### config.mk
export PLATFORM = sky130hd
export DESIGN_NAME = hazard_control_unit
export DESIGN_NICKNAME = d
export VERILOG_FILES = /design/src/rtl/hazard_control_unit.sv
export SDC_FILE = /design/constraint.sdc
export NUM_CORES = 1
export LEC_CHECK = 0
export CORE_MARGIN = 1.5
export CORE_UTILIZATION = 50
export DETAILED_ROUTE_END_ITERATION = 7
export PLACE_DENSITY_LB_ADDON = 0.12
export REMOVE_ABC_BUFFERS = 1
export SLEW_MARGIN = 10
export SYNTH_ARGS = -nofsm -noshare
export SYNTH_HDL_FRONTEND = slang
export SYNTH_SLANG_ARGS = --single-unit
### constraint.sdc
create_clock -name clock -period 4.74 [get_ports clock]
set_clock_uncertainty 0.2 [all_clocks]
set_input_delay 0.948 -clock clock [delete_from_list [all_inputs] [get_ports clock]]
set_output_delay 0.948 -clock clock [all_outputs]
set_load 0.05 [all_outputs]
### src/rtl/hazard_control_unit.sv
// hazard_control_unit
//   Pipeline hazard controller for the 5-stage core. Detects load-use hazards
//   between ID and EX, flushes IF/ID and ID/EX for FLUSH_CYCLES cycles after a
//   taken branch, and holds the pipeline while a memory access is outstanding.
//   A watchdog flags over-long memory waits, and a saturating counter records
//   the total number of stalled cycles.
//
// Ports
//   clock, reset_n     : rising-edge clock, asynchronous active-low reset
//   id_rs1/id_rs2      : ID source registers, qualified by id_uses_rs1/2
//   ex_rd, ex_memread  : EX destination register and load flag
//   ex_opcode, ex_zero : EX opcode and ALU zero flag (branch resolution)
//   mem_req, mem_ready : MEM access outstanding / completing this cycle
//   stall              : hold PC and IF/ID
//   bubble             : insert NOP into ID/EX
//   flush              : clear IF/ID and ID/EX
//   hazard_state       : 00 IDLE, 01 FLUSH, 10 MEM_WAIT
//   mem_timeout        : sticky watchdog flag
//   stall_count        : saturating count of cycles with stall=1
module hazard_control_unit #(
  parameter int unsigned          REG_ADDR_W    = 5,
  parameter int unsigned          OPCODE_W      = 4,
  parameter logic [OPCODE_W-1:0]  BRANCH_OPCODE = 4'b1011,
  parameter int unsigned          FLUSH_CYCLES  = 2,
  parameter int unsigned          MEM_TIMEOUT   = 64,
  parameter int unsigned          CNT_W         = 16
) (
  input  logic                  clock,
  input  logic                  reset_n,
  input  logic [REG_ADDR_W-1:0] id_rs1,
  input  logic [REG_ADDR_W-1:0] id_rs2,
  input  logic                  id_uses_rs1,
  input  logic                  id_uses_rs2,
  input  logic [REG_ADDR_W-1:0] ex_rd,
  input  logic                  ex_memread,
  input  logic [OPCODE_W-1:0]   ex_opcode,
  input  logic                  ex_zero,
  input  logic                  mem_req,
  input  logic                  mem_ready,
  output logic                  stall,
  output logic                  bubble,
  output logic                  flush,
  output logic [1:0]            hazard_state,
  output logic                  mem_timeout,
  output logic [CNT_W-1:0]      stall_count
);

  typedef enum logic [1:0] {
    ST_IDLE     = 2'b00,
    ST_FLUSH    = 2'b01,
    ST_MEM_WAIT = 2'b10
  } state_t;

  localparam int unsigned FCW = (FLUSH_CYCLES > 1) ? $clog2(FLUSH_CYCLES) : 1;
  localparam int unsigned WCW = $clog2(MEM_TIMEOUT + 1);

  localparam bit             MULTI_FLUSH  = (FLUSH_CYCLES > 1);
  localparam logic [FCW-1:0] FLUSH_RELOAD = FCW'(FLUSH_CYCLES - 1);
  localparam logic [FCW-1:0] FLUSH_ONE    = FCW'(1);
  localparam logic [WCW-1:0] WAIT_MAX     = WCW'(MEM_TIMEOUT);
  localparam logic [WCW-1:0] WAIT_ONE     = WCW'(1);
  localparam logic [CNT_W-1:0] CNT_ONE    = CNT_W'(1);

  state_t           r_state;
  state_t           r_ret_state;
  logic [FCW-1:0]   r_flush_cnt;
  logic [WCW-1:0]   r_wait_cnt;
  logic             r_mem_timeout;
  logic [CNT_W-1:0] r_stall_count;

  logic             w_mem_hold;
  logic             w_load_use;
  logic             w_taken;
  state_t           w_eff_state;
  logic             w_stall;
  logic             w_bubble;
  logic             w_flush;
  state_t           w_nxt_state;
  state_t           w_nxt_ret;
  logic [FCW-1:0]   w_nxt_flush_cnt;
  logic [WCW-1:0]   w_nxt_wait_cnt;
  logic             w_nxt_timeout;

  assign w_mem_hold = mem_req & ~mem_ready;
  assign w_taken    = (ex_opcode == BRANCH_OPCODE) & ~ex_zero;
  assign w_load_use = ex_memread & (ex_rd != '0) &
                      ((id_uses_rs1 & (id_rs1 == ex_rd)) |
                       (id_uses_rs2 & (id_rs2 == ex_rd)));

  // Once the memory hold drops, MEM_WAIT behaves as the saved state in that
  // same cycle, so a pending flush resumes without a dead cycle.
  assign w_eff_state = (r_state == ST_MEM_WAIT) ? r_ret_state : r_state;

  always_comb begin
    w_stall         = 1'b0;
    w_bubble        = 1'b0;
    w_flush         = 1'b0;
    w_nxt_state     = r_state;
    w_nxt_ret       = r_ret_state;
    w_nxt_flush_cnt = r_flush_cnt;
    w_nxt_wait_cnt  = r_wait_cnt;
    w_nxt_timeout   = r_mem_timeout;

    if ((r_state == ST_MEM_WAIT) && w_mem_hold) begin
      w_stall = 1'b1;
      if (r_wait_cnt != WAIT_MAX) begin
        w_nxt_wait_cnt = r_wait_cnt + WAIT_ONE;
      end
    end else begin
      w_nxt_wait_cnt = '0;
      case (w_eff_state)
        ST_FLUSH: begin
          if (w_mem_hold) begin
            // Flush counter is frozen while memory holds the pipeline.
            w_stall        = 1'b1;
            w_nxt_state    = ST_MEM_WAIT;
            w_nxt_ret      = ST_FLUSH;
            w_nxt_wait_cnt = WAIT_ONE;
          end else begin
            w_flush = 1'b1;
            if (r_flush_cnt == FLUSH_ONE) begin
              w_nxt_state     = ST_IDLE;
              w_nxt_flush_cnt = '0;
            end else begin
              w_nxt_state     = ST_FLUSH;
              w_nxt_flush_cnt = r_flush_cnt - FLUSH_ONE;
            end
          end
        end
        default: begin
          w_nxt_state = ST_IDLE;
          if (w_mem_hold) begin
            w_stall        = 1'b1;
            w_nxt_state    = ST_MEM_WAIT;
            w_nxt_ret      = ST_IDLE;
            w_nxt_wait_cnt = WAIT_ONE;
          end else if (w_taken) begin
            // A taken branch discards the ID instruction, so any coincident
            // load-use hazard is irrelevant.
            w_flush = 1'b1;
            if (MULTI_FLUSH) begin
              w_nxt_state     = ST_FLUSH;
              w_nxt_flush_cnt = FLUSH_RELOAD;
            end
          end else if (w_load_use) begin
            w_stall  = 1'b1;
            w_bubble = 1'b1;
          end
        end
      endcase
    end

    if ((w_nxt_state == ST_MEM_WAIT) && (w_nxt_wait_cnt == WAIT_MAX)) begin
      w_nxt_timeout = 1'b1;
    end
  end

  always_ff @(posedge clock or negedge reset_n) begin
    if (!reset_n) begin
      r_state       <= ST_IDLE;
      r_ret_state   <= ST_IDLE;
      r_flush_cnt   <= '0;
      r_wait_cnt    <= '0;
      r_mem_timeout <= 1'b0;
      r_stall_count <= '0;
    end else begin
      r_state       <= w_nxt_state;
      r_ret_state   <= w_nxt_ret;
      r_flush_cnt   <= w_nxt_flush_cnt;
      r_wait_cnt    <= w_nxt_wait_cnt;
      r_mem_timeout <= w_nxt_timeout;
      if (w_stall && (r_stall_count != '1)) begin
        r_stall_count <= r_stall_count + CNT_ONE;
      end
    end
  end

  // Control outputs are Mealy; gate them so they read 0 while reset is held.
  assign stall        = w_stall  & reset_n;
  assign bubble       = w_bubble & reset_n;
  assign flush        = w_flush  & reset_n;
  assign hazard_state = r_state;
  assign mem_timeout  = r_mem_timeout;
  assign stall_count  = r_stall_count;

endmodule

==> qor.yml, run 1 <==
ir_drop_uv: 200
end_kind: "output port"
p_leak_nw: 0.860
htreeDepth: 1
fmax_mhz: 252
status: "finished, final reports clean"
cts_buffers: 3
top_area_share_pct: 43.9
die_area_um2: 3540
grt_pass1_wl_um: 5880
crit_fanout: 13
total_power_mw: 0.694
maxSlewViolCount: 0
yosys.cell_count.top_type: "dfrtp_1"
fin_tns_setup_ns: 0
drive_above_1_share_pct: 9.91
root_buffer: "clkbuf_4"
avgSynthCellArea_um2: 9.91
cts_resized: 0
drc: 0
synth_area_um2: 1600
relSlewSlack_pct: 66.2
viasPerCell: 5.32
dp.cells: 252
cp.required_ns: 3.59
cts_hold_buf: 0
flop_cell: "dfrtp_1"
ys_warn_count: 0
clock_latency_ns: 0.32
cts_sinks: 28
antenna_found_initial: 0
finalHoldViolations: 0
min_period_ns: 3.96
start_kind: "input pin"
-- run 1: worst paths after layout --
| check | end | slack (ns) | cells past startpoint |
|---|---|---|---|
| max | stall | 0.78 | 6 |
| min | mem_timeout | 0.29 | 1 |
| min reg2reg | mem_timeout | 0.29 | 1 |
| min in group asynchronous | r_flush_cnt | 0.62 | 1 |
| max in group asynchronous | stall_count[6] | 3.12 | 2 |
| max reg2reg | stall_count[1] | 2.36 | 5 |
-- run 1: kinds of logic (layout without fill, tap and decap cells) --
logic type / after synthesis / after routing / synth area share, %
xor gates and xnor gates: 28 / 28 / 15.4
AOI/OAI and AO/OA: 18 / 18 / 8.47
buffers and inverters: 7 / 58 / 2.20
and+or+nand+nor: 74 / 74 / 25.6
muxes: 3 / 3 / 2.04
adders and majority gates: 3 / 3 / 2.35
DFF: 28 / 28 / 43.9
-- run 1: cells in the final DEF (no fill, tap or decap), drive strengths merged, types with 3 or more instances in the layout --
cell,instances
clkdlybuf4s50,45
dfrtp,28
xnor2,24
nor2,17
nand2,16
nand3,15
nand4,7
inv,5
xor2,4
buf,4
and3,4
clkbuf,4
a21oi,4
and2,3
o22a,3
ha,3
-- run 1: layout make-up --
cell class	count	area, um2	share of cell area [%]
sequential	28	701	32.6
clock buffer	4	36.3	1.69
inverter	5	18.8	0.873
timing repair buffer	49	480	22.3
tap	44	55.1	2.56
multi-input combinational	126	860	40.0
-- run 1: metal layers --
metal  track usage (%)  up-vias  share of wire, %
li1                  -      666                 -
met3              2.84        4               4.9
met2              37.2       49                49
met5                 0        -                 0
met1              27.6      642                44
met4              7.14        0               1.2
-- run 1: power by group through the flow --
| stage | registers (mW) | logic, mW | clock network, mW |
|---|---|---|---|
| 2_1_floorplan | 0.400 | 0.0782 | 0 |
| 3_3_place_gp | 0.314 | 0.262 | 0 |
| 3_5_place_dp | 0.315 | 0.267 | 0 |
| 4_1_cts | 0.311 | 0.268 | 0.122 |
| 5_1_grt | 0.318 | 0.282 | 0.133 |
| 6_report | 0.312 | 0.265 | 0.117 |
-- run 1: registers in the layout, summed over array words and instances (netlist names) --
signal and flops:
stall_count 16, r_wait_cnt 7, hazard_state 2, mem_timeout 1, r_flush_cnt 1, r_ret_state 1
-- run 1: worst max-delay path: stages --
cell             delay (ns)
clkdlybuf4s50_1        0.46
or3_1                  0.40
o311a_1                0.32
a21o_2                 0.31
and2_1                 0.19
buf_4                  0.18
-- run 1: metrics by stage --
| step | hold slack (ns) | setup slack (ns) |
|---|---|---|
| 2_1_floorplan | 0.248 | 1.38 |
| 3_3_place_gp | 0.259 | 0.813 |
| 3_5_place_dp | 0.262 | 0.784 |
| 4_1_cts | 0.298 | 0.779 |
| 5_1_grt | 0.336 | 0.688 |
| 6_report | 0.294 | 0.776 |
Fig. 1: run 1, selected gate families
The bar under the picture is 20 um long.
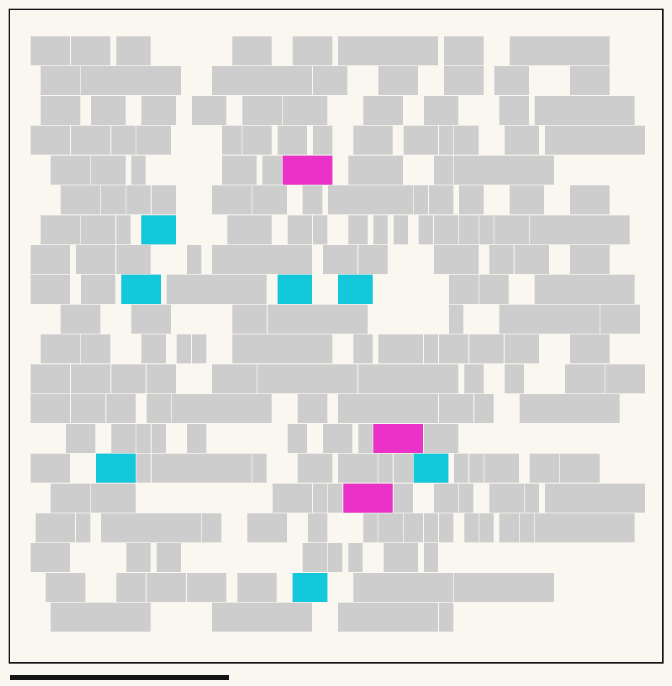
color	family	cells
cyan	AND-OR and OR-AND gates	7
magenta	adder and majority cells	3
fraction of area in multi-input gates: 40.0%
final std cells w/o fill: 256
Top cell excl fill/tap: clkdlybuf4s50_1

Fig. 2: run 1, congestion heat map
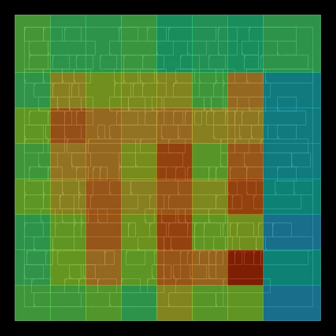
Final Core Density: 70.5%
met2 Usage GRT: 37.2%

Fig. 3: run 1, drive-strength map
The bar under the picture is 20 um long.
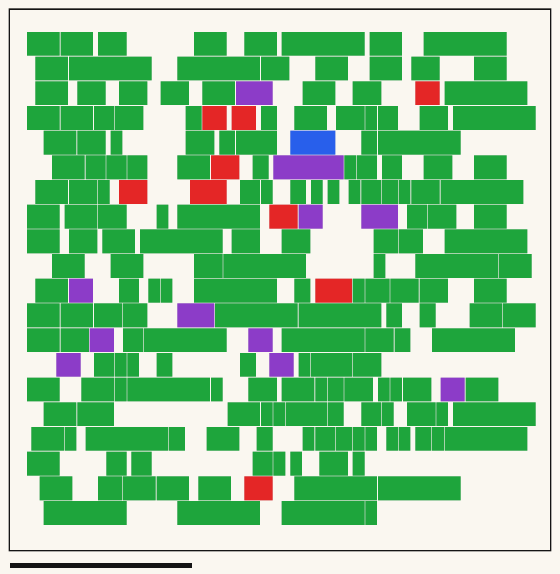
color	size	cells	share
purple	drive 3 to 4	11	5.2%
red	drive 2	9	4.2%
green	drive 1 or less	191	90%
blue	drive 6 and up	1	0.47%
final instance area: 2150 um2
Non-Clock Buffer Count: 49
Syn-to-layout area delta: 34.8%
Final WS setup: 0.776 ns

==> run 1 -> run 2 <==
- CORE_UTILIZATION: 50 -> 42
- clock period: 4.74 -> 3.6 ns (I/O delays scaled with it)
Fig. 4: run 2, drive-strength map
The bar under the picture is 20 um long.
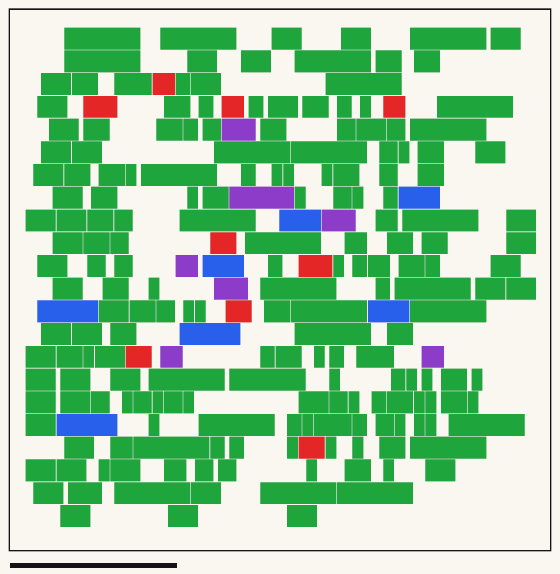
color	size	cells	share
purple	drive 3 to 4	7	3.3%
red	drive 2	9	4.2%
green	drive 1 or less	191	89%
blue	drive 6 and up	7	3.3%
Non-Clock Buffer Count: 51
Syn-to-layout area delta: 39.6%
final instance area: 2230 um2
Final WS setup: 0.187 ns

==> run 2 against run 1 <==
Compared with the run above:
- wire length is 2.6% higher
- via count is 0.44% lower
- sequential power is 32% higher
- global-route usage is 3.3 points lower
- first-iteration DRC count is 100% higher
- largest power group unchanged
- non-clock buffer count is 2 higher
- register-to-register slack worse by 1.2 ns
- cell area is 3.5% higher
- combinational power is 34% higher
==> qor.yml, run 2 <==
die_area_um2: 4180
top_area_share_pct: 43.9
cts_sinks: 28
fmax_mhz: 293
relSlewSlack_pct: 66.3
holdWs_ns: 0.299
maxSlewViolCount: 0
layout.area.comb_um2: 860
cts_hold_buf: 0
cts_resized: 0
crit_fanout: 3
ir_drop_uv: 366
cp-endpoint: "stall"
ys_warn_count: 0
final_cell_mix: "45 x clkdlybuf4s50_1, 28 x dfrtp_1, 24 x xnor2_1, 17 x nor2_1"
lay_top_count: "clkdlybuf4s50_1"
yosys.cell_count.top_type: "dfrtp_1"
route.layer.met1.wl_um: 1570
finalHoldViolations: 0
drc: 0
drive_above_1_share_pct: 10.7
flop_cell: "dfrtp_1"
largest_reg_flops: 16
p_leak_nw: 0.886
viasPerCell: 5.17
htreeDepth: 1
avgSynthCellArea_um2: 9.91
fin_tns_setup_ns: 0
layout.cells.non_filler: 262
r2r_end: "stall_count[1]"
antenna_found_initial: 0
clock_latency_ns: 0.27
dr_wl_met3_um: 195
status: "finished, final reports clean"
cp.required_ns: 2.68
start_kind: "input pin"
cts_buffers: 3
Fig. 5: run 2, where the registers sit
The bar under the picture is 20 um long. Other sequential cells in the stronger gray, the rest of the logic in the fainter gray.
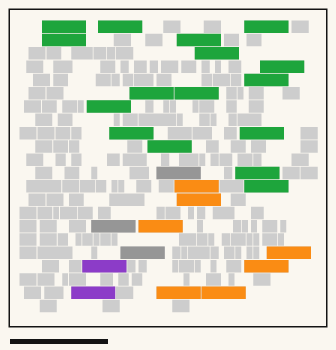
color	name in the netlist	sequential cells
green	`stall_count`	16
orange	`r_wait_cnt`	7
purple	`hazard_state`	2
Reg area: 701 um2
Final Core Density: 60.8%
Seq power: 0.411 mW
flop share of the area: 31.5%

-- run 2: cell types whose count changed in the layout (fill, tap and decap cells not counted), sizes merged --
cell / previous run / this run
buf: 4 / 6
-- run 2: power breakdown --
group | total (mW) | switching (mW) | leakage [nW] | internal, mW
registers | 0.411 | 0.0545 | 0.374 | 0.357
clock network | 0.192 | 0.0939 | 0.0288 | 0.0979
logic | 0.355 | 0.207 | 0.483 | 0.148
-- run 2: logic make-up after synthesis --
group	synth area share [%]
AOI/OAI and AO/OA	8.47
xor gates and xnor gates	15.4
adders and majority gates	2.35
buffers and inverters	2.20
DFF	43.9
muxes	2.04
and+or+nand+nor	25.6
-- run 2: worst min-delay path by stage --
stage,startpoint,end,slack [ns],cells after the start
floorplan,reset_n,hazard_state[0],0.22,0
global placement,mem_timeout,mem_timeout,0.25,1
detailed placement,r_flush_cnt,hazard_state[0],0.28,1
CTS,r_flush_cnt,hazard_state[0],0.30,1
global route,stall_count[9],stall_count[9],0.33,1
finish,stall_count[9],stall_count[9],0.30,1
-- run 2: stage by stage --
stage / total power [mW] / util, %
3_3_place_gp: 0.767 / 59.3
4_1_cts: 0.969 / 60.8
5_1_grt: 1.01 / 60.8
2_1_floorplan: 0.630 / -
3_5_place_dp: 0.773 / 59.3
6_report: 0.958 / 60.8
-- run 2: layout make-up --
cell class | count | area share, %
multi-input cells | 126 | 38.6
flip-flops and latches | 28 | 31.5
repair buffers | 51 | 23.9
well taps | 48 | 2.70
clock buffers | 4 | 2.47
inverters | 5 | 0.843
-- run 2: routing by layer --
metal  global-route usage, %  vias up
met2                    31.1       42
met3                    4.69        2
li1                        -      674
met4                    3.99        0
met5                       0        -
met1                    23.4      637
-- run 2: critical path, cell delays in order --
cell,delay [ns]
clkdlybuf4s50_1,0.47
or3_1,0.41
o311a_1,0.33
a21o_2,0.23
and2_1,0.19
buf_12,0.15
==> run 2 -> run 3 <==
- CORE_UTILIZATION: 42 -> 46
- clock period: 3.6 -> 3.8 ns (I/O delays scaled with it)
Fig. 6: run 3, congestion heat map
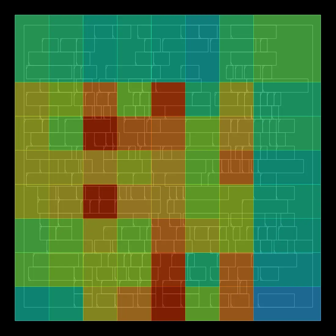
Avg WL per Cell: 14.0 um
Final Core Density: 65.8%
layer with the highest usage: met2

==> run 3 against run 2 <==
Compared with the run above:
- sequential share of layout area rose by 0.47 points
- global-route usage rose by 2.7 points
- worst setup slack gained 0.051 ns
- critical path depth unchanged
- hold slack got worse by 0.010 ns
- register-to-register slack improved by 0.23 ns
- clock-buffer cell count decreased by 1
- wire length up 4.3%
- total power is 3.4% lower
- synthesized area unchanged
- highest routed layer unchanged
==> qor.yml, run 3 <==
status: "finished, final reports clean"
end_kind: "output port"
drive_above_1_share_pct: 9.91
htreeDepth: 1
maxSlewViolCount: 0
met1_usage_pct: 24.9
start_kind: "input pin"
root_buffer: "clkbuf_4"
top_area_share_pct: 43.9
cts_resized: 0
total_power_mw: 0.926
layout.cells.non_filler: 258
p_leak_nw: 0.872
r2r_end: "stall_count[1]"
largest_reg_flops: 16
crit_fanout: 13
r2r_slack_ns: 1.40
cts_hold_buf: 0
grt_pass1_wl_um: 5930
fin_tns_setup_ns: 0
ff2ff_path_depth: 5
met2_usage_pct: 37.3
cts_sinks: 28
avgSynthCellArea_um2: 9.91
cts_buffers: 3
cp-endpoint: "stall"
antenna_found_initial: 0
lay_top_count: "clkdlybuf4s50_1"
dpl.hpwl_um: 2790
startpoint: "ex_rd[0]"
cp.arrival_ns: 2.60
synth_area_um2: 1600
finalHoldViolations: 0
min_period_ns: 3.56
syn_to_final_growth_pct: 37.6
drc: 0
fmax_mhz: 281
relSlewSlack_pct: 65.9
viasPerCell: 5.27
place_ws_ns: 0.228
yosys.cell_count.top_type: "dfrtp_1"
ys_warn_count: 0
worst_slack_ns: 0.237
flop_cell: "dfrtp_1"
holdWs_ns: 0.288
Fig. 7: run 3, placement by cell class
The bar under the picture is 20 um long.
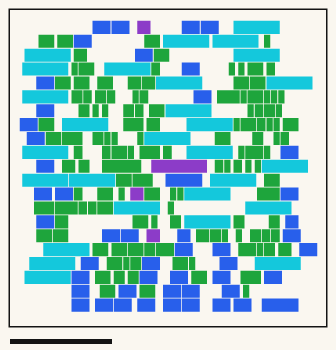
color	class	cells
cyan	flops	28
purple	clock drivers and dummy loads	4
blue	other buffers and delay cells	49
green	all other logic	131
Rows: 21
flop share of the area: 31.9%
core footprint: 3340 um2
final instance area: 2190 um2

[run 3: cell counts after synthesis]
No cell type changed its count.
[run 3: cells by family (layout without fill, tap and decap cells)]
group / Yosys count / in the layout / synth area share (%)
AOI/OAI and AO/OA: 18 / 18 / 8.47
xor gates and xnor gates: 28 / 28 / 15.4
adders and majority gates: 3 / 3 / 2.35
buffers and inverters: 7 / 58 / 2.20
DFF: 28 / 28 / 43.9
muxes: 3 / 3 / 2.04
and+or+nand+nor: 74 / 74 / 25.6
[run 3: critical path, stage by stage]
cell	delay (ns)
clkdlybuf4s50_1	0.46
or3_1	0.39
o311a_1	0.31
a21o_2	0.31
and2_1	0.18
buf_4	0.18
[run 3: per-stage QoR]
| step | cell area [um2] | utilization (%) |
|---|---|---|
| 2_1_floorplan | 1580 | - |
| 3_3_place_gp | 2140 | 64.2 |
| 3_5_place_dp | 2140 | 64.2 |
| 4_1_cts | 2190 | 65.8 |
| 5_1_grt | 2190 | 65.8 |
| 6_report | 2190 | 65.8 |
[run 3: worst min-delay path by stage]
stage	depth (start not counted)	endpoint	slack [ns]	start
after floorplan	1	hazard_state[0]	0.25	r_flush_cnt
final	1	mem_timeout	0.29	mem_timeout
after CTS	1	r_flush_cnt	0.30	r_flush_cnt
after global placement	1	mem_timeout	0.25	mem_timeout
after global routing	1	mem_timeout	0.31	mem_timeout
after detailed placement	1	mem_timeout	0.26	mem_timeout
[run 3: final cells by class]
cell class	instances	area (um2)	area share [%]
Multi-Input combinational cell	126	860	39.2
Clock inverter	1	30.0	1.37
Timing Repair Buffer	49	505	23.0
Clock buffer	3	22.5	1.03
Tap cell	46	57.6	2.62
Inverter	5	18.8	0.855
Sequential cell	28	701	31.9
[run 3: power by group]
group / internal, mW / switching, mW
Sequential: 0.338 / 0.0518
Combinational: 0.138 / 0.197
Clock: 0.107 / 0.0940
Total: 0.583 / 0.343
[run 3: routing by layer]
metal / wire length, um / up-vias
met5: 0 / -
met4: 51 / 0
met3: 84 / 4
met2: 1970 / 24
met1: 1510 / 666
li1: - / 666
Power is estimated from default activity; no workload was simulated.
